### Pin map, run 1

Scale: 4 px per um. Pins as bars across the die edge, other pins in grey.
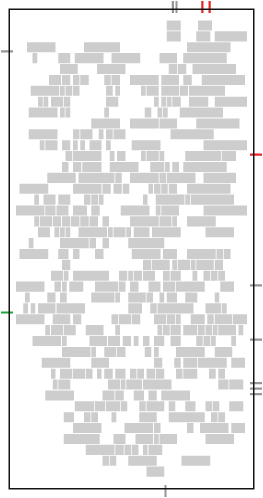
### Congestion heat map, run 1

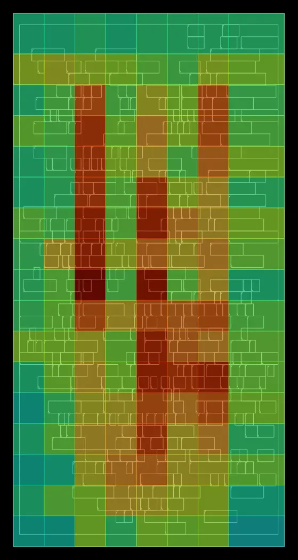
### Gate-type map, run 1

Scale: 3 px per um.
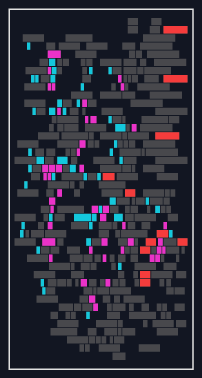
### Sequential cells coloured by netlist name, run 1

Scale: 3 px per um.
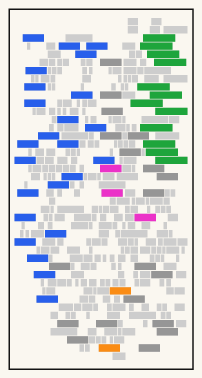
==> config.mk <==
export PLATFORM = sky130hd
export DESIGN_NAME = morse_sequencer
export DESIGN_NICKNAME = d
export VERILOG_FILES = /design/src/rtl/morse_pkg.sv /design/src/rtl/morse_tick_gen.sv /design/src/rtl/morse_sequencer.sv
export SDC_FILE = /design/constraint.sdc
export NUM_CORES = 1
export LEC_CHECK = 0
export CAP_MARGIN = 20
export CORE_ASPECT_RATIO = 2
export CORE_MARGIN = 1
export CORE_UTILIZATION = 45
export DETAILED_ROUTE_END_ITERATION = 8
export GPL_ROUTABILITY_DRIVEN = 0
export PLACE_DENSITY = 0.63
export REMOVE_ABC_BUFFERS = 1
export SLEW_MARGIN = 10
export SYNTH_ARGS = -nofsm -noshare
export SYNTH_HDL_FRONTEND = slang
export SYNTH_SLANG_ARGS = --single-unit
==> constraint.sdc <==
create_clock -name CLOCK_50 -period 3.5 [get_ports CLOCK_50]
set_input_delay 0.525 -clock CLOCK_50 [delete_from_list [all_inputs] [get_ports CLOCK_50]]
set_output_delay 0.525 -clock CLOCK_50 [all_outputs]
set_load 0.02 [all_outputs]
==> src/rtl/morse_pkg.sv <==
// Shared types and constants for the Morse letter sequencer: FSM states,
// letter codes, the letter-to-Morse table and the unit lengths of each phase.
package morse_pkg;

    typedef enum logic [2:0] {
        IDLE,
        ON,
        GAP,
        LGAP,
        WGAP
    } state_t;

    typedef logic [2:0] letter_t;

    typedef struct packed {
        logic [2:0] len;
        logic [3:0] pattern;
    } morse_code_t;

    localparam logic [2:0] DOT_UNITS        = 3'd1;
    localparam logic [2:0] DASH_UNITS       = 3'd3;
    localparam logic [2:0] EGAP_UNITS       = 3'd1;
    localparam logic [2:0] LGAP_UNITS       = 3'd3;
    localparam logic [2:0] WGAP_EXTRA_UNITS = 3'd4;

    // Patterns are left-aligned so the element being played is always bit 3 (1 = dash).
    function automatic morse_code_t morse_lookup(input letter_t code);
        morse_code_t mc;
        mc = '0;
        case (code)
            3'd0: mc = '{len: 3'd2, pattern: 4'b0100};
            3'd1: mc = '{len: 3'd4, pattern: 4'b1000};
            3'd2: mc = '{len: 3'd4, pattern: 4'b1010};
            3'd3: mc = '{len: 3'd3, pattern: 4'b1000};
            3'd4: mc = '{len: 3'd1, pattern: 4'b0000};
            3'd5: mc = '{len: 3'd4, pattern: 4'b0010};
            3'd6: mc = '{len: 3'd3, pattern: 4'b1100};
            3'd7: mc = '{len: 3'd4, pattern: 4'b0000};
        endcase
        return mc;
    endfunction

endpackage

==> src/rtl/morse_tick_gen.sv <==
// Morse unit divider: one-cycle tick every TICK_DIV clocks, restartable so a
// freshly popped letter always gets a full first unit.
module morse_tick_gen #(
    parameter int TICK_DIV = 12_500_000
) (
    input  logic CLOCK_50,
    input  logic reset,
    input  logic clear,
    output logic tick
);
    localparam int CNT_W = $clog2(TICK_DIV);
    localparam logic [CNT_W-1:0] LAST = CNT_W'(TICK_DIV - 1);

    logic [CNT_W-1:0] cnt_q, cnt_d;

    assign tick = (cnt_q == LAST);

    always_comb begin
        cnt_d = cnt_q + CNT_W'(1);
        if (clear || tick) begin
            cnt_d = '0;
        end
    end

    always_ff @(posedge CLOCK_50) begin
        if (reset) begin
            cnt_q <= '0;
        end else begin
            cnt_q <= cnt_d;
        end
    end

endmodule

==> src/rtl/morse_sequencer.sv <==
// Letter FIFO plus Morse playback FSM driving a single LED on CLOCK_50.
// Define MORSE_WORD_GAP_EN to extend the gap after the last queued letter to a 7-unit word gap.
module morse_sequencer #(
    parameter int TICK_DIV   = 12_500_000,
    parameter int FIFO_DEPTH = 4
) (
    input  logic       CLOCK_50,
    input  logic       reset,
    input  logic       letter_valid,
    input  logic [2:0] letter,
    output logic       letter_ready,
    output logic       led,
    output logic [2:0] cur_letter,
    output logic       busy,
    output logic       done
);
    import morse_pkg::*;

    localparam int PTR_W = $clog2(FIFO_DEPTH);
    localparam int CNT_W = PTR_W + 1;
    localparam logic [CNT_W-1:0] FULL_COUNT = CNT_W'(FIFO_DEPTH);

    state_t           state_q, state_d;
    logic             led_q, led_d;
    logic [2:0]       unit_q, unit_d;
    logic [3:0]       pattern_q, pattern_d;
    logic [2:0]       left_q, left_d;
    letter_t          cur_letter_q, cur_letter_d;
    logic [PTR_W-1:0] wr_ptr_q, wr_ptr_d;
    logic [PTR_W-1:0] rd_ptr_q, rd_ptr_d;
    logic [CNT_W-1:0] count_q, count_d;
    letter_t          fifo_mem_q [FIFO_DEPTH];

    logic        tick;
    logic        push;
    logic        pop;
    logic        done_c;
    logic        fifo_empty;
    logic [2:0]  unit_next;
    logic [2:0]  elem_units;
    morse_code_t head_code;

    morse_tick_gen #(
        .TICK_DIV(TICK_DIV)
    ) u_tick_gen (
        .CLOCK_50(CLOCK_50),
        .reset   (reset),
        .clear   (pop),
        .tick    (tick)
    );

    assign fifo_empty   = (count_q == '0);
    assign letter_ready = (count_q != FULL_COUNT);
    assign push         = letter_valid && letter_ready;
    assign head_code    = morse_lookup(fifo_mem_q[rd_ptr_q]);
    assign unit_next    = unit_q + 3'd1;
    assign elem_units   = pattern_q[3] ? DASH_UNITS : DOT_UNITS;

    assign led        = led_q;
    assign cur_letter = cur_letter_q;
    assign busy       = (state_q != IDLE) || !fifo_empty;
    assign done       = done_c && !reset;

    always_comb begin
        state_d      = state_q;
        led_d        = led_q;
        unit_d       = unit_q;
        pattern_d    = pattern_q;
        left_d       = left_q;
        cur_letter_d = cur_letter_q;
        pop          = 1'b0;
        done_c       = 1'b0;

        case (state_q)
            IDLE: pop = !fifo_empty;
            ON: begin
                if (tick) begin
                    if (unit_next == elem_units) begin
                        unit_d  = '0;
                        led_d   = 1'b0;
                        state_d = (left_q != 3'd0) ? GAP : LGAP;
                    end else begin
                        unit_d = unit_next;
                    end
                end
            end
            GAP: begin
                if (tick) begin
                    if (unit_next == EGAP_UNITS) begin
                        unit_d    = '0;
                        pattern_d = {pattern_q[2:0], 1'b0};
                        left_d    = left_q - 3'd1;
                        led_d     = 1'b1;
                        state_d   = ON;
                    end else begin
                        unit_d = unit_next;
                    end
                end
            end
            LGAP: begin
                if (tick) begin
                    if (unit_next == LGAP_UNITS) begin
                        unit_d = '0;
                        if (!fifo_empty) begin
                            done_c = 1'b1;
                            pop    = 1'b1;
                        end else begin
`ifdef MORSE_WORD_GAP_EN
                            state_d = WGAP;
`else
                            done_c  = 1'b1;
                            state_d = IDLE;
`endif
                        end
                    end else begin
                        unit_d = unit_next;
                    end
                end
            end
`ifdef MORSE_WORD_GAP_EN
            // Pushes landing here stay queued; IDLE picks them up after the word gap.
            WGAP: begin
                if (tick) begin
                    if (unit_next == WGAP_EXTRA_UNITS) begin
                        unit_d  = '0;
                        done_c  = 1'b1;
                        state_d = IDLE;
                    end else begin
                        unit_d = unit_next;
                    end
                end
            end
`endif
            default: state_d = IDLE;
        endcase

        if (pop) begin
            pattern_d    = head_code.pattern;
            left_d       = head_code.len - 3'd1;
            unit_d       = '0;
            led_d        = 1'b1;
            cur_letter_d = fifo_mem_q[rd_ptr_q];
            state_d      = ON;
        end
    end

    always_comb begin
        wr_ptr_d = push ? wr_ptr_q + PTR_W'(1) : wr_ptr_q;
        rd_ptr_d = pop  ? rd_ptr_q + PTR_W'(1) : rd_ptr_q;
        case ({push, pop})
            2'b10:   count_d = count_q + CNT_W'(1);
            2'b01:   count_d = count_q - CNT_W'(1);
            default: count_d = count_q;
        endcase
    end

    always_ff @(posedge CLOCK_50) begin
        if (reset) begin
            state_q      <= IDLE;
            led_q        <= 1'b0;
            unit_q       <= '0;
            pattern_q    <= '0;
            left_q       <= '0;
            cur_letter_q <= '0;
            wr_ptr_q     <= '0;
            rd_ptr_q     <= '0;
            count_q      <= '0;
        end else begin
            state_q      <= state_d;
            led_q        <= led_d;
            unit_q       <= unit_d;
            pattern_q    <= pattern_d;
            left_q       <= left_d;
            cur_letter_q <= cur_letter_d;
            wr_ptr_q     <= wr_ptr_d;
            rd_ptr_q     <= rd_ptr_d;
            count_q      <= count_d;
        end
    end

    always_ff @(posedge CLOCK_50) begin
        if (push) begin
            fifo_mem_q[wr_ptr_q] <= letter;
        end
    end

endmodule

==> reports/metrics.yaml, run 1 <==
routing:
  viasPerCell: 5.50
  via_count: 2392
  wirelength_mm: 6.42
sta:
  finClkSkew_ns: 0.00775
  setup_viol_count_final: 0
  maxSlewViolCount: 0
  hold_viol: 0
  period_needed_ns: 3.12
  relSlewSlack_pct: 45.6
  rsz0062_at_grt: "no"
  finalSetupTns_ns: 0
  fmax_mhz: 321
power:
  powerDensity_nw_per_um2: 714
  leakagePower_nw: 1.30
  p_clk_share_pct: 31.8
  p_sw_share_pct: 34.4
  p_int_mw: 1.68
  combPwrFrac_pct: 33.7
  ir_worst_vdd_uv: 284
finish:
  seq_area_share_pct: 36.8
  drive_above_1_share_pct: 10.1
  area_growth_pct: 15.5
  comb_share_pct: 46.5
  nNonClkBuffers: 14
  seq_area_um2: 1320
  largest_reg_flops: 24
  nClkBuffers: 12
  buffer_area_share_pct: 3.77
  fillers: 631
  nMultiInputCombCells: 238
  post-route-util_pct: 54.2
  fin_nets: 368
  diodes: 0
  logic_area_um2: 1670
  reg_top3: "u_tick_gen.cnt_q x24, fifo_mem_q x12"
  area_dominant_class: "combinational gates"
worst_setup_path:
  worst-path-stages: 12
  reg2reg_to: "count_q[2]"
  r2r_slack_ns: 0.38
  crit_arrival_ns: 3.38
  critPathKind: "reg2reg"
  cp_top_family: "adder cells"
  cp-startpoint: "unit_q[0]"
  r2r_start: "unit_q[0]"
  cp_max_fo: 8
clock_tree:
  htreeDepth: 3
  cts.path.max_buffers: 2
  clkTransAtPathRegs_ns: 0.05
  clkSinkCount: 60
  clock.latency.late_pin_ns: 0.33
  cts_setup_buffers: 0
  hold_buffers: 0
  cts_resized: 0
  cts_tree: "yes"
die:
  fp.dieH_um: 119
  dieArea_um2: 7260
  die_x_um: 60.7
  fp-utilization_pct: 46.9
  core_area_um2: 6620
  num_rows: 42
  tapCellCount: 88
synth:
  ys_area_um2: 3110
  syn_avg_cell_area_um2: 9.56
  synthAdderAreaFrac_pct: 8.30
  ys_sh_mux_pct: 4.83
  syn_area_um2: 3110
  synthDistinctLibCells: 56
  yosys-top-cells-area: "dfxtp_1 (31%), edfxtp_1 (12%), ha_1 (7.7%)"
  ys_warn_count: 0
  synth_flops: 60
  netlist_top_cells_count: "dfxtp_1 (48), nor2_1 (31), a21oi_1 (24)"
  synth_top_area_share_pct: 30.9
  ys_cells: 325
  synthMostInstantiatedCell: "dfxtp_1"
min_path:
  min_path_cells: 1
  hp-class: "reg2reg"
  hold_start: "u_tick_gen.cnt_q[0]"
global_route:
  grt_pass1_wl_mm: 10.4
  grt_pass1_vias: 2304
  global_route.usage.total_pct: 20.0
  grt_remaining_overflow: 0
outcome:
  outcome: "completed"
placed_design:
  pre_cts_slack_ns: 0.416
## Picture notes: 'Pin map'
| port | colour | pins | direction | edge |
|---|---|---|---|---|
| done | green | 1 | output | left |
| letter | red | 3 | input | 2 top, 1 right |
all pins by edge: 6 right, 4 top, 2 left, 1 bottom

## Picture notes: 'Congestion heat map'
Routed WL per cell: 14.7 um
met1 GRT Util: 19.4%

## Picture notes: 'Gate-type map'
| family | colour | cells |
|---|---|---|
| nor cells | cyan | 46 |
| nand cells | magenta | 44 |
| mux cells | red | 11 |

## Picture notes: 'Sequential cells coloured by netlist name'
| name in the netlist | colour | flops |
|---|---|---|
| u_tick_gen.cnt_q | blue | 24 |
| left_q | magenta | 3 |
| state_q | orange | 2 |
| fifo_mem_q | green | 12 |
not coloured: 19

## run 1: per-layer routing
layer	share of wire (%)	global-route usage (%)
met1	38	19.4
met2	57	36.1
met3	2.6	5.21
met4	2.8	10.9
met5	0	0
## run 1: metrics by stage
stage	hold WS, ns	area [um2]
after floorplan	0.413	3060
after global placement	0.422	3300
after detailed placement	0.435	3300
after CTS	0.443	3590
after global routing	0.469	3590
final	0.443	3590
## run 1: power groups by stage
stage                     registers [mW]  logic [mW]  clock network [mW]
after floorplan                    0.904       0.588                   0
after global placement             0.893       0.858                   0
after detailed placement           0.897       0.871                   0
after CTS                          0.883       0.877               0.830
after global routing               0.895       0.982               0.855
final                              0.882       0.864               0.814
## Run 2: what changed since run 1
--- a/config.mk
+++ b/config.mk
@@ -9,6 +9,7 @@
 export CORE_ASPECT_RATIO = 2
 export CORE_MARGIN = 1
 export CORE_UTILIZATION = 45
+export CTS_BUF_LIST = sky130_fd_sc_hd__clkbuf_16
 export DETAILED_ROUTE_END_ITERATION = 8
 export GPL_ROUTABILITY_DRIVEN = 0
 export PLACE_DENSITY = 0.63
==> constraint.sdc (replaced) <==
create_clock -name CLOCK_50 -period 3.65 [get_ports CLOCK_50]
set_input_delay 0.5475 -clock CLOCK_50 [delete_from_list [all_inputs] [get_ports CLOCK_50]]
set_output_delay 0.5475 -clock CLOCK_50 [all_outputs]
set_load 0.02 [all_outputs]
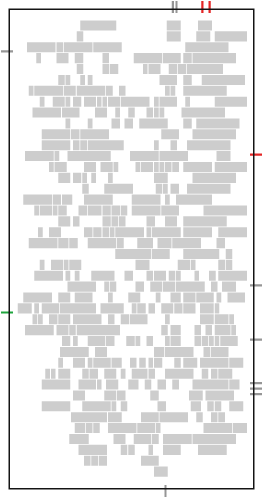
*Pin map, run 2*
Scale: 4 px per um. Pins as bars across the die edge, other pins in grey.
Die Wd: 60.7 um
Port Buffers: 12
Chip Height: 119 um

==> run 2 against run 1 <==
Net effect: via count is 0.21% lower; worst hold slack got worse by 0.0067 ns; critical path depth did not move; critical path type unchanged; global-route usage increased by 1.4 points; synthesized cell count unchanged; cell count did not move; critical endpoint unchanged; die area did not move; first-iteration DRC count decreased by 54%; combinational power down 3.1%; clock skew is 0.00088 ns lower; largest cell class unchanged.
==> reports/metrics.yaml, run 2 <==
outcome:
  outcome: "completed"
global_route:
  grt_pass1_wl_mm: 11.3  # +7.7%
  grt_pass1_vias: 2478  # +7.6%
  grt_start_max_net_pins: 25
  global_route.usage.total_pct: 21.5  # +1.4 points
  grt_remaining_overflow: 0  # unchanged
synth:
  ys_area_um2: 3110  # unchanged
  yosys-top-cells-area: "dfxtp_1 (31%), edfxtp_1 (12%), ha_1 (7.7%)"
  synth_cells: 325
  ys_cells: 325  # unchanged
  synthDistinctLibCells: 56  # unchanged
  ys_warn_count: 0  # unchanged
  synthMostInstantiatedCell: "dfxtp_1"
  ys_sh_mux_pct: 4.83  # unchanged
  syn_avg_cell_area_um2: 9.56  # unchanged
  synth_flops: 60  # unchanged
  synth_top_area_share_pct: 30.9  # unchanged
  syn_area_um2: 3110  # unchanged
  netlist_top_cells_count: "dfxtp_1 (48), nor2_1 (31), a21oi_1 (24)"
min_path:
  hp-class: "reg2reg"
  hold_start: "u_tick_gen.cnt_q[0]"
  min_path_cells: 1  # unchanged
sta:
  relSlewSlack_pct: 45.1  # -0.55 points
  period_needed_ns: 3.16  # +0.0438 ns
  setup_viol_count_final: 0  # unchanged
  maxSlewViolCount: 0  # unchanged
  holdWs_ns: 0.436  # -0.00670 ns
  finClkSkew_ns: 0.00688  # -0.000878 ns
  fmax_mhz: 316  # -1.4%
  rsz0062_at_grt: "no"
  hold_viol: 0  # unchanged
clock_tree:
  cts_setup_buffers: 0  # unchanged
  clkTransAtPathRegs_ns: 0.05  # about the same
  htreeDepth: 3  # unchanged
  cts.path.max_buffers: 2  # unchanged
  root_buffer: "clkbuf_16"
  clock.latency.late_pin_ns: 0.34  # about the same
  cts_tree: "yes"
  cts_resized: 0  # unchanged
  clkSinkCount: 60  # unchanged
  hold_buffers: 0  # unchanged
finish:
  nMultiInputCombCells: 238  # unchanged
  drive_above_1_share_pct: 9.80  # -0.29 points
  comb_share_pct: 45.7  # -0.75 points
  seq_area_um2: 1320  # unchanged
  buffer_area_share_pct: 3.71  # -0.061 points
  diodes: 0  # unchanged
  finalInstanceArea_um2: 3640  # +1.6%
  regMostFlops: "u_tick_gen.cnt_q"
  largest_reg_flops: 24  # unchanged
  post-route-util_pct: 55.0  # +0.89 points
  fin_nets: 368  # unchanged
  inverters: 19
  nNonClkBuffers: 14  # unchanged
  seq_area_share_pct: 36.3  # -0.59 points
  logic_area_um2: 1670  # unchanged
  nClkBuffers: 9  # -3
  reg_top3: "u_tick_gen.cnt_q x24, fifo_mem_q x12"
  area_growth_pct: 17.4
routing:
  avgRoutedWirePerCell_um: 15.3  # +4.0%
  wirelength_mm: 6.67  # +4.0%
  via_count: 2387  # -0.21%
  viasPerCell: 5.49  # -0.21%
worst_setup_path:
  cp_max_fo: 8  # unchanged
  reg2reg_to: "count_q[2]"
  cp-startpoint: "unit_q[0]"
  cp_top_family: "adder cells"
  r2r_slack_ns: 0.49  # +0.11 ns
  crit_arrival_ns: 3.43  # +0.05 ns
  worst-path-stages: 12  # unchanged
power:
  leakagePower_nw: 1.33  # +2.3%
  ir_worst_vdd_uv: 401  # +41%
die:
  tapCellCount: 88  # unchanged
  core_area_um2: 6620  # unchanged
  fp-utilization_pct: 46.9  # unchanged
  num_rows: 42  # unchanged
  dieArea_um2: 7260  # unchanged
placed_design:
  pre_cts_slack_ns: 0.554  # +0.138 ns
  dpl_cell_area_um2: 3300  # unchanged
-- run 2: cell counts after synthesis --
Identical to the previous run, type by type.
-- run 2: per-layer routing --
metal	vias up	global-route usage, %	routed length, um	share of wire, %
li1	1197	-	-	-
met1	1153	20.8	2500	38
met4	0	12.4	172	2.6
met5	-	0	0	0
met2	27	39.4	3860	58
met3	10	3.91	132	2.0
-- run 2: where the power goes --
part | leakage (nW) | total [mW] | internal [mW] | switching, mW
Sequential | 0.500 | 0.847 | 0.778 | 0.0696
Clock | 0.165 | 0.968 | 0.663 | 0.305
Combinational | 0.668 | 0.837 | 0.339 | 0.499
Total | 1.33 | 2.65 | 1.78 | 0.873
-- run 2: cells by family after synthesis --
group / after synthesis
xor+xnor: 25
compound gates: 62
simple gates: 120
flops: 60
buf+inv: 27
fa+ha+maj: 20
mux: 11
Power figures rest on the tool's default switching activity, not on a simulated workload.
